<file path="config.mk">
export PLATFORM = sky130hd
export DESIGN_NAME = pc_stack_unit
export DESIGN_NICKNAME = d
export VERILOG_FILES = /design/src/rtl/pc_stack_unit.sv
export SDC_FILE = /design/constraint.sdc
export NUM_CORES = 1
export LEC_CHECK = 0
export CAP_MARGIN = 20
export CORE_ASPECT_RATIO = 0.6
export CORE_MARGIN = 4
export CORE_UTILIZATION = 30
export DETAILED_ROUTE_END_ITERATION = 16
export GPL_TIMING_DRIVEN = 0
export PLACE_DENSITY_LB_ADDON = 0.1
export SYNTH_ARGS = -nofsm -noshare
export SYNTH_HDL_FRONTEND = slang
export SYNTH_SLANG_ARGS = --single-unit
</file>
<file path="constraint.sdc">
create_clock -name Clk -period 2.3 [get_ports Clk]
set_input_delay 0.345 -clock Clk [delete_from_list [all_inputs] [get_ports Clk]]
set_output_delay 0.345 -clock Clk [all_outputs]
set_load 0.05 [all_outputs]
</file>
<file path="src/rtl/pc_stack_unit.sv">
// pc_stack_unit: saves the return PC (and flags for interrupts) to the data-memory stack on
// CALL/INT and restores them on RET/RTI over a 16-bit handshaked memory port. Owns the stack
// pointer and holds Busy high while any transfer is in flight.
module pc_stack_unit #(
  parameter int unsigned     SP_W    = 12,
  parameter logic [SP_W-1:0] SP_INIT = 12'hFFF
) (
  input  logic            Clk,
  input  logic            Rst_n,
  input  logic            CallReq,
  input  logic            IntReq,
  input  logic            RetReq,
  input  logic            RtiReq,
  input  logic [31:0]     ReturnPC,
  input  logic [3:0]      FlagsIn,
  output logic            MemReq,
  output logic            MemWe,
  output logic [SP_W-1:0] MemAddr,
  output logic [15:0]     MemWData,
  input  logic [15:0]     MemRData,
  input  logic            MemAck,
  output logic [31:0]     RetPC,
  output logic            RetValid,
  output logic [3:0]      FlagsOut,
  output logic            FlagsValid,
  output logic            StackErr,
  output logic            Busy,
  output logic [SP_W-1:0] Sp
);

  localparam logic [SP_W-1:0] SP_ONE = {{(SP_W-1){1'b0}}, 1'b1};

  typedef enum logic [2:0] {
    StIdle,
    StPushHi,
    StPushLo,
    StPushFlg,
    StPopFlg,
    StPopLo,
    StPopHi
  } state_e;

  state_e          r_state;
  state_e          w_state_d;
  logic [SP_W-1:0] r_sp;
  logic [31:0]     r_save_pc;    // PC captured on push accept
  logic [3:0]      r_save_flags; // flags captured on interrupt accept
  logic            r_with_flags; // current transfer carries a flags word (INT or RTI)
  logic [15:0]     r_pop_lo;
  logic [3:0]      r_pop_flags;
  logic [31:0]     r_ret_pc;
  logic            r_ret_valid;
  logic [3:0]      r_flags_out;
  logic            r_flags_valid;
  logic            r_stack_err;

  logic w_idle;
  logic w_sel_int;
  logic w_sel_call;
  logic w_sel_rti;
  logic w_sel_ret;
  logic w_push_acc;
  logic w_pop_req;
  logic w_empty;
  logic w_beat_done;
  logic w_is_push;
  logic w_is_pop;

  // Fixed-priority request arbitration; losers are simply dropped
  always_comb begin
    w_idle     = (r_state == StIdle);
    w_sel_int  = IntReq;
    w_sel_call = !IntReq && CallReq;
    w_sel_rti  = !IntReq && !CallReq && RtiReq;
    w_sel_ret  = !IntReq && !CallReq && !RtiReq && RetReq;
    w_push_acc = w_idle && (w_sel_int || w_sel_call);
    w_pop_req  = w_idle && (w_sel_rti || w_sel_ret);
    w_empty    = (r_sp == SP_INIT);
    w_is_push  = (r_state == StPushHi) || (r_state == StPushLo) || (r_state == StPushFlg);
    w_is_pop   = (r_state == StPopFlg) || (r_state == StPopLo) || (r_state == StPopHi);
    w_beat_done = (w_is_push || w_is_pop) && MemAck;
  end

  // State register
  always_ff @(posedge Clk or negedge Rst_n) begin
    if (!Rst_n) begin
      r_state <= StIdle;
    end else begin
      r_state <= w_state_d;
    end
  end

  // Next-state logic: each beat advances only on its acknowledge
  always_comb begin
    w_state_d = r_state;
    unique case (r_state)
      StIdle: begin
        if (w_push_acc) begin
          w_state_d = StPushHi;
        end else if (w_pop_req && !w_empty) begin
          w_state_d = w_sel_rti ? StPopFlg : StPopLo;
        end
      end
      StPushHi:  if (MemAck) w_state_d = StPushLo;
      StPushLo:  if (MemAck) w_state_d = r_with_flags ? StPushFlg : StIdle;
      StPushFlg: if (MemAck) w_state_d = StIdle;
      StPopFlg:  if (MemAck) w_state_d = StPopLo;
      StPopLo:   if (MemAck) w_state_d = StPopHi;
      StPopHi:   if (MemAck) w_state_d = StIdle;
      default:   w_state_d = StIdle;
    endcase
  end

  // Memory port driven purely from registered state so it stays stable across wait cycles
  always_comb begin
    MemReq   = 1'b0;
    MemWe    = 1'b0;
    MemAddr  = '0;
    MemWData = 16'h0000;
    if (w_is_push) begin
      MemReq  = 1'b1;
      MemWe   = 1'b1;
      MemAddr = r_sp;
      unique case (r_state)
        StPushHi: MemWData = r_save_pc[31:16];
        StPushLo: MemWData = r_save_pc[15:0];
        default:  MemWData = {12'h000, r_save_flags};
      endcase
    end else if (w_is_pop) begin
      MemReq  = 1'b1;
      MemAddr = r_sp + SP_ONE; // pre-increment: SP always names the next free word
    end
  end

  // Stack pointer: post-decrement on push beats, pre-increment on pop beats
  always_ff @(posedge Clk or negedge Rst_n) begin
    if (!Rst_n) begin
      r_sp <= SP_INIT;
    end else if (w_beat_done) begin
      if (w_is_push) begin
        r_sp <= r_sp - SP_ONE;
      end else begin
        r_sp <= r_sp + SP_ONE;
      end
    end
  end

  // Capture the push payload and transfer kind on accept
  always_ff @(posedge Clk or negedge Rst_n) begin
    if (!Rst_n) begin
      r_save_pc    <= 32'h0;
      r_save_flags <= 4'h0;
      r_with_flags <= 1'b0;
    end else if (w_push_acc) begin
      r_save_pc    <= ReturnPC;
      r_save_flags <= FlagsIn;
      r_with_flags <= w_sel_int;
    end else if (w_pop_req && !w_empty) begin
      r_with_flags <= w_sel_rti;
    end
  end

  // Collect the partial pop words ahead of the final (high-half) beat
  always_ff @(posedge Clk or negedge Rst_n) begin
    if (!Rst_n) begin
      r_pop_lo    <= 16'h0;
      r_pop_flags <= 4'h0;
    end else if (MemAck) begin
      if (r_state == StPopFlg) r_pop_flags <= MemRData[3:0];
      if (r_state == StPopLo)  r_pop_lo    <= MemRData;
    end
  end

  // Restored PC/flags and their one-cycle pulses, coincident with the return to idle
  always_ff @(posedge Clk or negedge Rst_n) begin
    if (!Rst_n) begin
      r_ret_pc      <= 32'h0;
      r_ret_valid   <= 1'b0;
      r_flags_out   <= 4'h0;
      r_flags_valid <= 1'b0;
    end else begin
      r_ret_valid   <= 1'b0;
      r_flags_valid <= 1'b0;
      if ((r_state == StPopHi) && MemAck) begin
        r_ret_pc    <= {MemRData, r_pop_lo};
        r_ret_valid <= 1'b1;
        if (r_with_flags) begin
          r_flags_out   <= r_pop_flags;
          r_flags_valid <= 1'b1;
        end
      end
    end
  end

  // Underflow: a pop accepted on an empty stack touches no memory and just flags an error
  always_ff @(posedge Clk or negedge Rst_n) begin
    if (!Rst_n) begin
      r_stack_err <= 1'b0;
    end else begin
      r_stack_err <= w_pop_req && w_empty;
    end
  end

  assign RetPC      = r_ret_pc;
  assign RetValid   = r_ret_valid;
  assign FlagsOut   = r_flags_out;
  assign FlagsValid = r_flags_valid;
  assign StackErr   = r_stack_err;
  assign Busy       = !w_idle;
  assign Sp         = r_sp;

endmodule

</file>
Figure 1. Clock wires, drivers and flops (run 1).
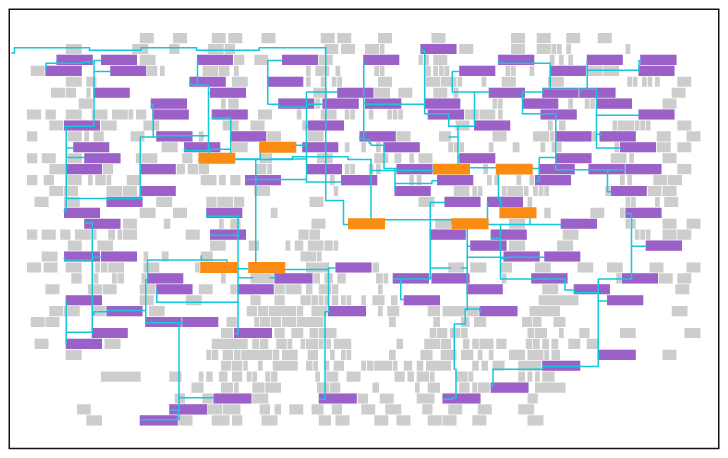
Cyan shows clock wires, length 1470 µm. Purple shows flip-flops, count 111. Orange shows clock drivers, count 9.
There are 10 routed clock nets.
power dissipated in the clock network: 1.54 mW
worst clock skew on the final layout: 11.0 ps
clock network power share: 0.125

Figure 2. Clock wiring as the flow saved it (run 1).
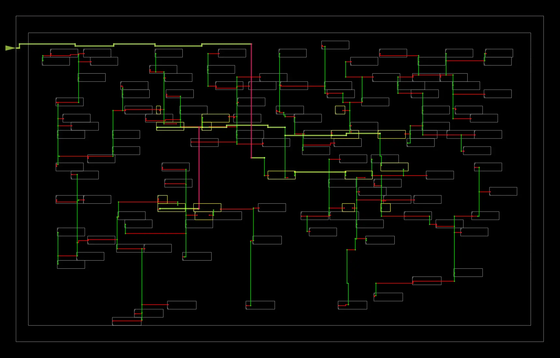
clock buffer count in the final layout: 10
sequential cell count: 111
Late-Pin Clk Latency: 340 ps
number of buffers created by CTS: 9

Figure 3. Register map, names as in the netlist (run 1).
Scale bar: 50 µm.
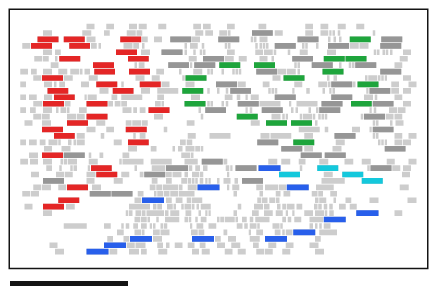
Green shows `r_pop_lo`, sequential cells 16. Cyan shows `FlagsOut`, sequential cells 4. Red shows `r_save_pc`, sequential cells 32. Blue shows `Sp`, sequential cells 12.
Another 47 sequential cells are not coloured.

Figure 4. Cell classes on the final placement (run 1).
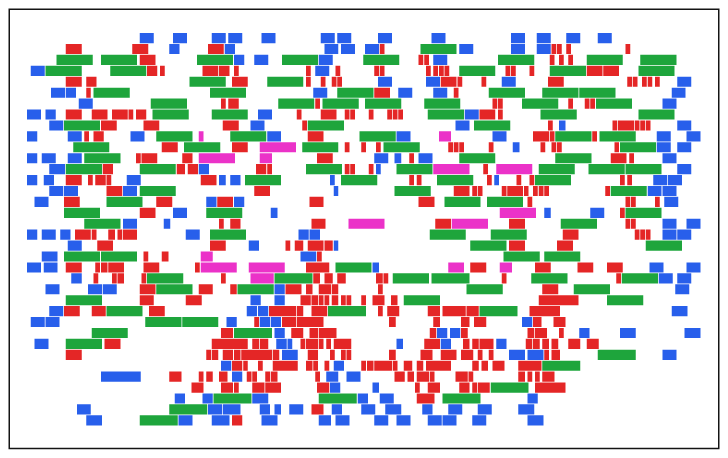
Red shows combinational and other logic, cells 346, share of their area 33%. Magenta shows clock drivers and dummy loads, cells 16, share of their area 4.1%. Green shows flops, cells 111, share of their area 39%. Blue shows other buffers and delay cells, cells 190, share of their area 24%.
final core utilization: 0.454
row count: 36
share of cell area taken by flip-flops and latches: 0.374
area of the core: 16400 µm²
final standard cell area without fillers: 7470 µm²

==> run notes, run 1 <==
Notes on the flow outputs.

- The first-pass iteration count of the detailed router is 4.
- After synthesis, the most frequently instantiated cells are 121 x sky130_fd_sc_hd__nand2_1, 99 x sky130_fd_sc_hd__dfrtp_1, 60 x sky130_fd_sc_hd__mux2_2.
- The max-slew violation count is 0.
- The fraction of registers with async set or reset after synthesis is 1.00.
- The last timing report of the flow puts the setup violation total at 4.
- The post-placement cell count reads 855.
- Dividing the detail-routed via count by the number of cells gives 4.68.
- The fraction of final layout cells with drive strength greater than 1 is 0.300.
- The fraction of the mapped netlist area in adder cells is 0.00491.
- The violation tally recorded at the end of detailed-routing iteration 0 is 162.
- The data arrival time of the critical path reads 2000 ps.
- The number of distinct library cells after synthesis reads 47.
- The chip occupies 19200 µm².
- Per the synth stats, the flop cell with the highest instance count is sky130_fd_sc_hd__dfrtp_1.
- The post-synthesis cell area is 5100 µm².
- The count of maximum capacitance violations reads 0.
- The final weighted congestion in routability-driven placement reads 0.910.
- The cell type that accounts for the most area after synthesis is sky130_fd_sc_hd__dfrtp_1.
- Per the power-grid run, VDD falls by no more than 1010 µV.
- The count of buffers added by post-CTS timing repair for setup reads 12.
- The type of the tightest min-delay check is in2async.
- The post-synthesis compound-gate area fraction reads 0.0861.
- The library cell with the highest instance count after synthesis reads sky130_fd_sc_hd__nand2_1.
- The overall power consumption reads 12.3 mW.
- The launching element type of the critical path reads a register.
- The final setup TNS reads -121 ps.
- The routed layout reports a DRC error count of 0.
- The detailed router reports a met3 wire length of 1270 µm.
- The run finished, with violations left.
- The highest fanout seen on the critical path reads 5.
- The tally of buffers added on design ports is 139.
- When the netlist entered floorplanning its net count stood at 548.
- The checks that failed: negative setup slack.
- After detailed routing, no signal wire sits above met4.
- The H-tree generated during clock tree synthesis spans 3 levels.
- Subtracting the final worst setup slack from the clock period gives 2340 ps.
- At the worst endpoint, the required time is 1960 ps.
- The remaining global-route overflow reads 0.
- The xor and xnor area share after synthesis is 0.0189.
- For this run, the number of Yosys warnings is 0.
- The routed wirelength on the met1 layer is recorded as 7290 µm.
- Setup repair after global routing could not meet its margin everywhere.
- The worst setup margin reads -42.7 ps.
- The post-synth count of flops with an enable pin is 0.
- The wire length per cell reads 16.7 µm.
- The most heavily used metal layer in global routing is met1.
- met2 track demand over resource after global routing is 0.227.
run 1: layout make-up:
cell class	count	area (µm²)
fillers	1538	8970
flip-flops and latches	111	2790
multi-input cells	336	2330
repair buffers	163	1560
well taps	228	285
clock buffers	10	229
plain buffers	27	175
clock inverters	6	62.6
inverters	10	37.5
run 1: worst paths after layout:
path / startpoint / endpoint / slack, ps / cells after the start
min in group Clk: MemAck / Sp[1] / 450 / 2
max in group asynchronous: Rst_n / Sp[9] / 1120 / 3
worst max register to register: r_state[1] / FlagsOut[3] / 260 / 7
worst min-delay path: Rst_n / FlagsOut[2] / 420 / 2
worst min register to register: r_pop_lo[13] / RetPC[13] / 460 / 2
worst max-delay path: Sp[1] / MemAddr[9] / -40 / 7
run 1: sequential cells by signal (all words and copies together), names as in the netlist:
register	flops
FlagsOut	4
FlagsValid	1
RetPC	32
RetValid	1
Sp	12
StackErr	1
r_pop_flags	4
r_pop_lo	16
r_save_flags	4
r_save_pc	32
r_state	3
r_with_flags	1
run 1: cells in the final DEF (no fill, tap or decap), drive strengths merged, types with 9 or more instances in the layout:
cell           instances
buf                   66
inv                   13
o21ai                 20
nor2                  36
clkbuf                23
nand2                121
dfstp                 12
mux2                  61
clkdlybuf4s50        105
a22oi                 14
nand3                 11
a21oi                 17
dfrtp                 99
xor2                   9
run 1: power breakdown:
group	switching [mW]	internal, mW
Clock	0.774	0.768
Combinational	4.65	2.70
Sequential	0.561	2.89
run 1: critical path, stage by stage (launching register included):
cell,delay (ps)
sky130_fd_sc_hd__dfstp_2,620
sky130_fd_sc_hd__nand4_1,210
sky130_fd_sc_hd__nor2_4,200
sky130_fd_sc_hd__buf_6,130
sky130_fd_sc_hd__a31oi_4,60
sky130_fd_sc_hd__o21ai_2,170
sky130_fd_sc_hd__o31ai_4,100
sky130_fd_sc_hd__buf_6,160
--- run 2 (diff from run 1) ---
Settings changed: CORE_UTILIZATION 30 to 48.
Figure 5. Clock wires, drivers and flops (run 2).
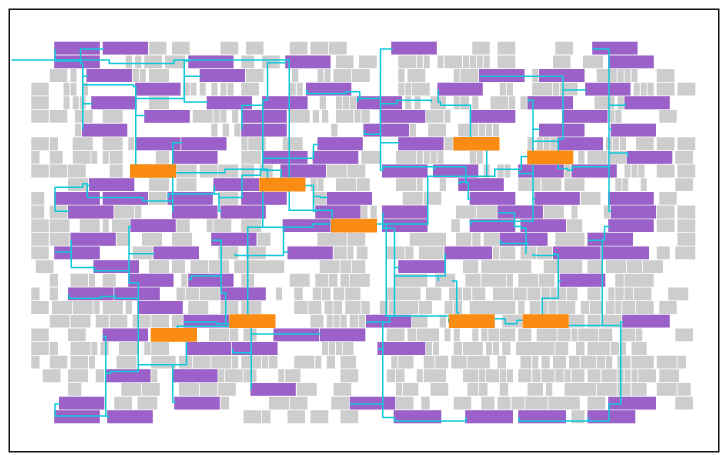
Late-Pin Clk Latency: 350 ps
worst clock skew on the final layout: 7.59 ps
power dissipated in the clock network: 1.53 mW
clock network power share: 0.124

Figure 6. Sizing map (run 2).
Scale bar: 50 µm.
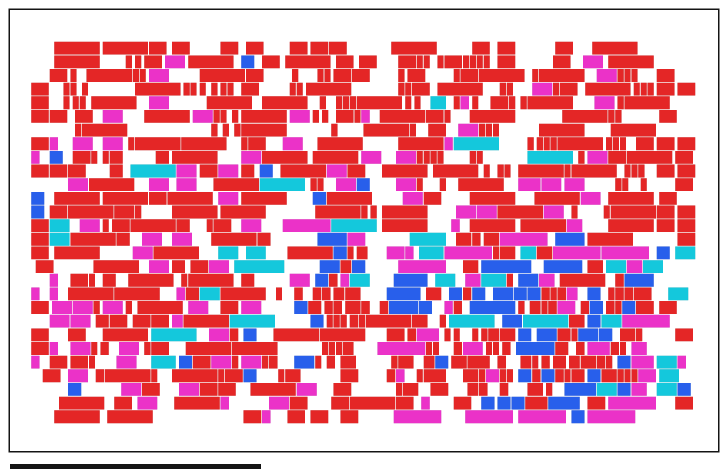
Magenta shows _2 cells, cells 112, share 17%. Red shows _0 and _1 cells, cells 463, share 70%. Blue shows _3 and _4 cells, cells 58, share 8.7%. Cyan shows _6 and larger, cells 32, share 4.8%.
final standard cell area without fillers: 7370 µm²
Area growth, synth to finish: 44.6%
number of buffers outside the clock class in the layout: 192
post-layout worst setup margin: -10.8 ps

==> run 2 against run 1 <==
The flow still finishes with violations (negative setup slack). Maximum frequency increased by 1.4%. Register-to-register slack improved by 70 ps. Cell area down 1.3%. First-iteration DRC count grew 49%. Clock-buffer cell count increased by 1. Final cell count is 10% lower. Wire length down 6.8%. Sequential share of layout area grew 0.48 points.
==> run notes, run 2 <==
Notes on the flow outputs.

- The wire length per cell was 17.4 µm (was 16.7 µm).
- The number of buffers inserted during clock tree synthesis is 9 (unchanged).
- The synthesized net count came to 548 (unchanged).
- The portion of the layout cell area used by non-clock buffers came to 0.237 (was 0.232).
- Most frequent cells after synthesis: 121 x sky130_fd_sc_hd__nand2_1, 99 x sky130_fd_sc_hd__dfrtp_1, 60 x sky130_fd_sc_hd__mux2_2 (unchanged).
- The post-route core utilization reads 0.731 (was 0.454).
- The final setup TNS reads -10.8 ps (was -121 ps).
- The post-synth tally of flip-flops with integrated enable is 0 (unchanged).
- The remaining global-route overflow is 0 (unchanged).
- The combinational fraction of design power is 0.597 (was 0.595).
- The tally of yosys warning messages reads 0 (unchanged).
- The count of buffers added by post-CTS timing repair for setup is 10 (was 12).
- The type of the tightest min-delay check is in2async (unchanged).
- Violated checks: negative setup slack (unchanged).
- The worst setup margin reads -10.8 ps (was -42.7 ps).
- The fraction of registers with async set or reset after synthesis reads 1.00 (unchanged).
- The post-placement cell count reads 762 (was 855).
- Outcome: complete, but fails checks (unchanged).
- The most used flip-flop cell is sky130_fd_sc_hd__dfrtp_1 (unchanged).
- Cell-by-cell trace of the critical path: nand4_1 > nor2_4 > buf_4 > a21oi_1 > o21ai_2 > o41ai_4 > buf_6 (was nand4_1 > nor2_4 > buf_6 > a31oi_4 > o21ai_2 > o31ai_4 > buf_6).
- The final count of negative-setup-slack endpoints is 1 (was 4).
- The filler cell count in the final layout was 697 (was 1538).
- The relative area of clock buffers and inverters in the final design reads 0.0394 (was 0.0390).
- The area occupied by multi-input gates was 2330 µm² (about the same).
- The highest fanout seen on the critical path is 7 (was 5).
- The share of total power consumed by net switching is 0.481 (was 0.485).
- The count of maximum capacitance violations reads 0 (unchanged).
- The number of well taps came to 135 (was 228).
- The largest stage delay on the critical path reads 620 ps (about the same).
- The internal power was 6.43 mW (was 6.36 mW).
- The via density per instance came to 5.39 (was 4.68).
- The library cell with the highest instance count after synthesis is sky130_fd_sc_hd__nand2_1 (unchanged).
## run 2: netlist changes by cell type in the layout (fill, tap and decap cells not counted), moves of 2 or more
cell                              previous run  this run
sky130_fd_sc_hd__clkinvlp_4                  0         2
sky130_fd_sc_hd__clkbuf_8                    0         3
sky130_fd_sc_hd__clkdlybuf4s15_2             0         2
sky130_fd_sc_hd__clkbuf_4                    4         1
sky130_fd_sc_hd__buf_2                       8        17
sky130_fd_sc_hd__buf_4                      42        36
## run 2: path summary, 6_finish.rpt
path,from,endpoint,depth (start not counted)
hold reg to reg,r_pop_lo[13],RetPC[13],2
hold / removal,Rst_n,r_save_pc[19],1
max in group asynchronous,Rst_n,Sp[8],2
setup / recovery,Sp[1],MemAddr[11],7
setup reg to reg,Sp[1],r_state[0],7
min in group Clk,MemAck,Sp[1],2
## run 2: logic make-up (layout without fill, tap and decap cells)
family / Yosys count / count (layout) / synth area share
AOI/OAI and AO/OA: 68 / 68 / 0.0861
xor gates and xnor gates: 11 / 11 / 0.0189
and+or+nand+nor: 190 / 190 / 0.163
buffers and inverters: 40 / 218 / 0.0368
DFF: 111 / 111 / 0.548
muxes: 65 / 65 / 0.143
adders and majority gates: 2 / 2 / 0.00491
## run 2: metal layers
layer / part of all wire / up-vias / GRT usage
met1: 0.45 / 2099 / 0.316
met2: 0.45 / 185 / 0.351
met4: 0.0078 / 0 / 0.0466
met5: 0 / - / 0
li1: - / 2015 / -
met3: 0.091 / 14 / 0.0736
## run 2: power by group through the flow
stage / sequential (mW) / combinational [mW] / clock [mW]
after floorplan: 4.49 / 3.75 / 0
after global placement: 3.40 / 6.87 / 0
after detailed placement: 3.45 / 7.01 / 0
after CTS: 3.43 / 7.11 / 1.56
after global routing: 3.59 / 7.81 / 1.65
final: 3.46 / 7.40 / 1.53
No activity file was given, so power comes from the tool's default toggle rates.
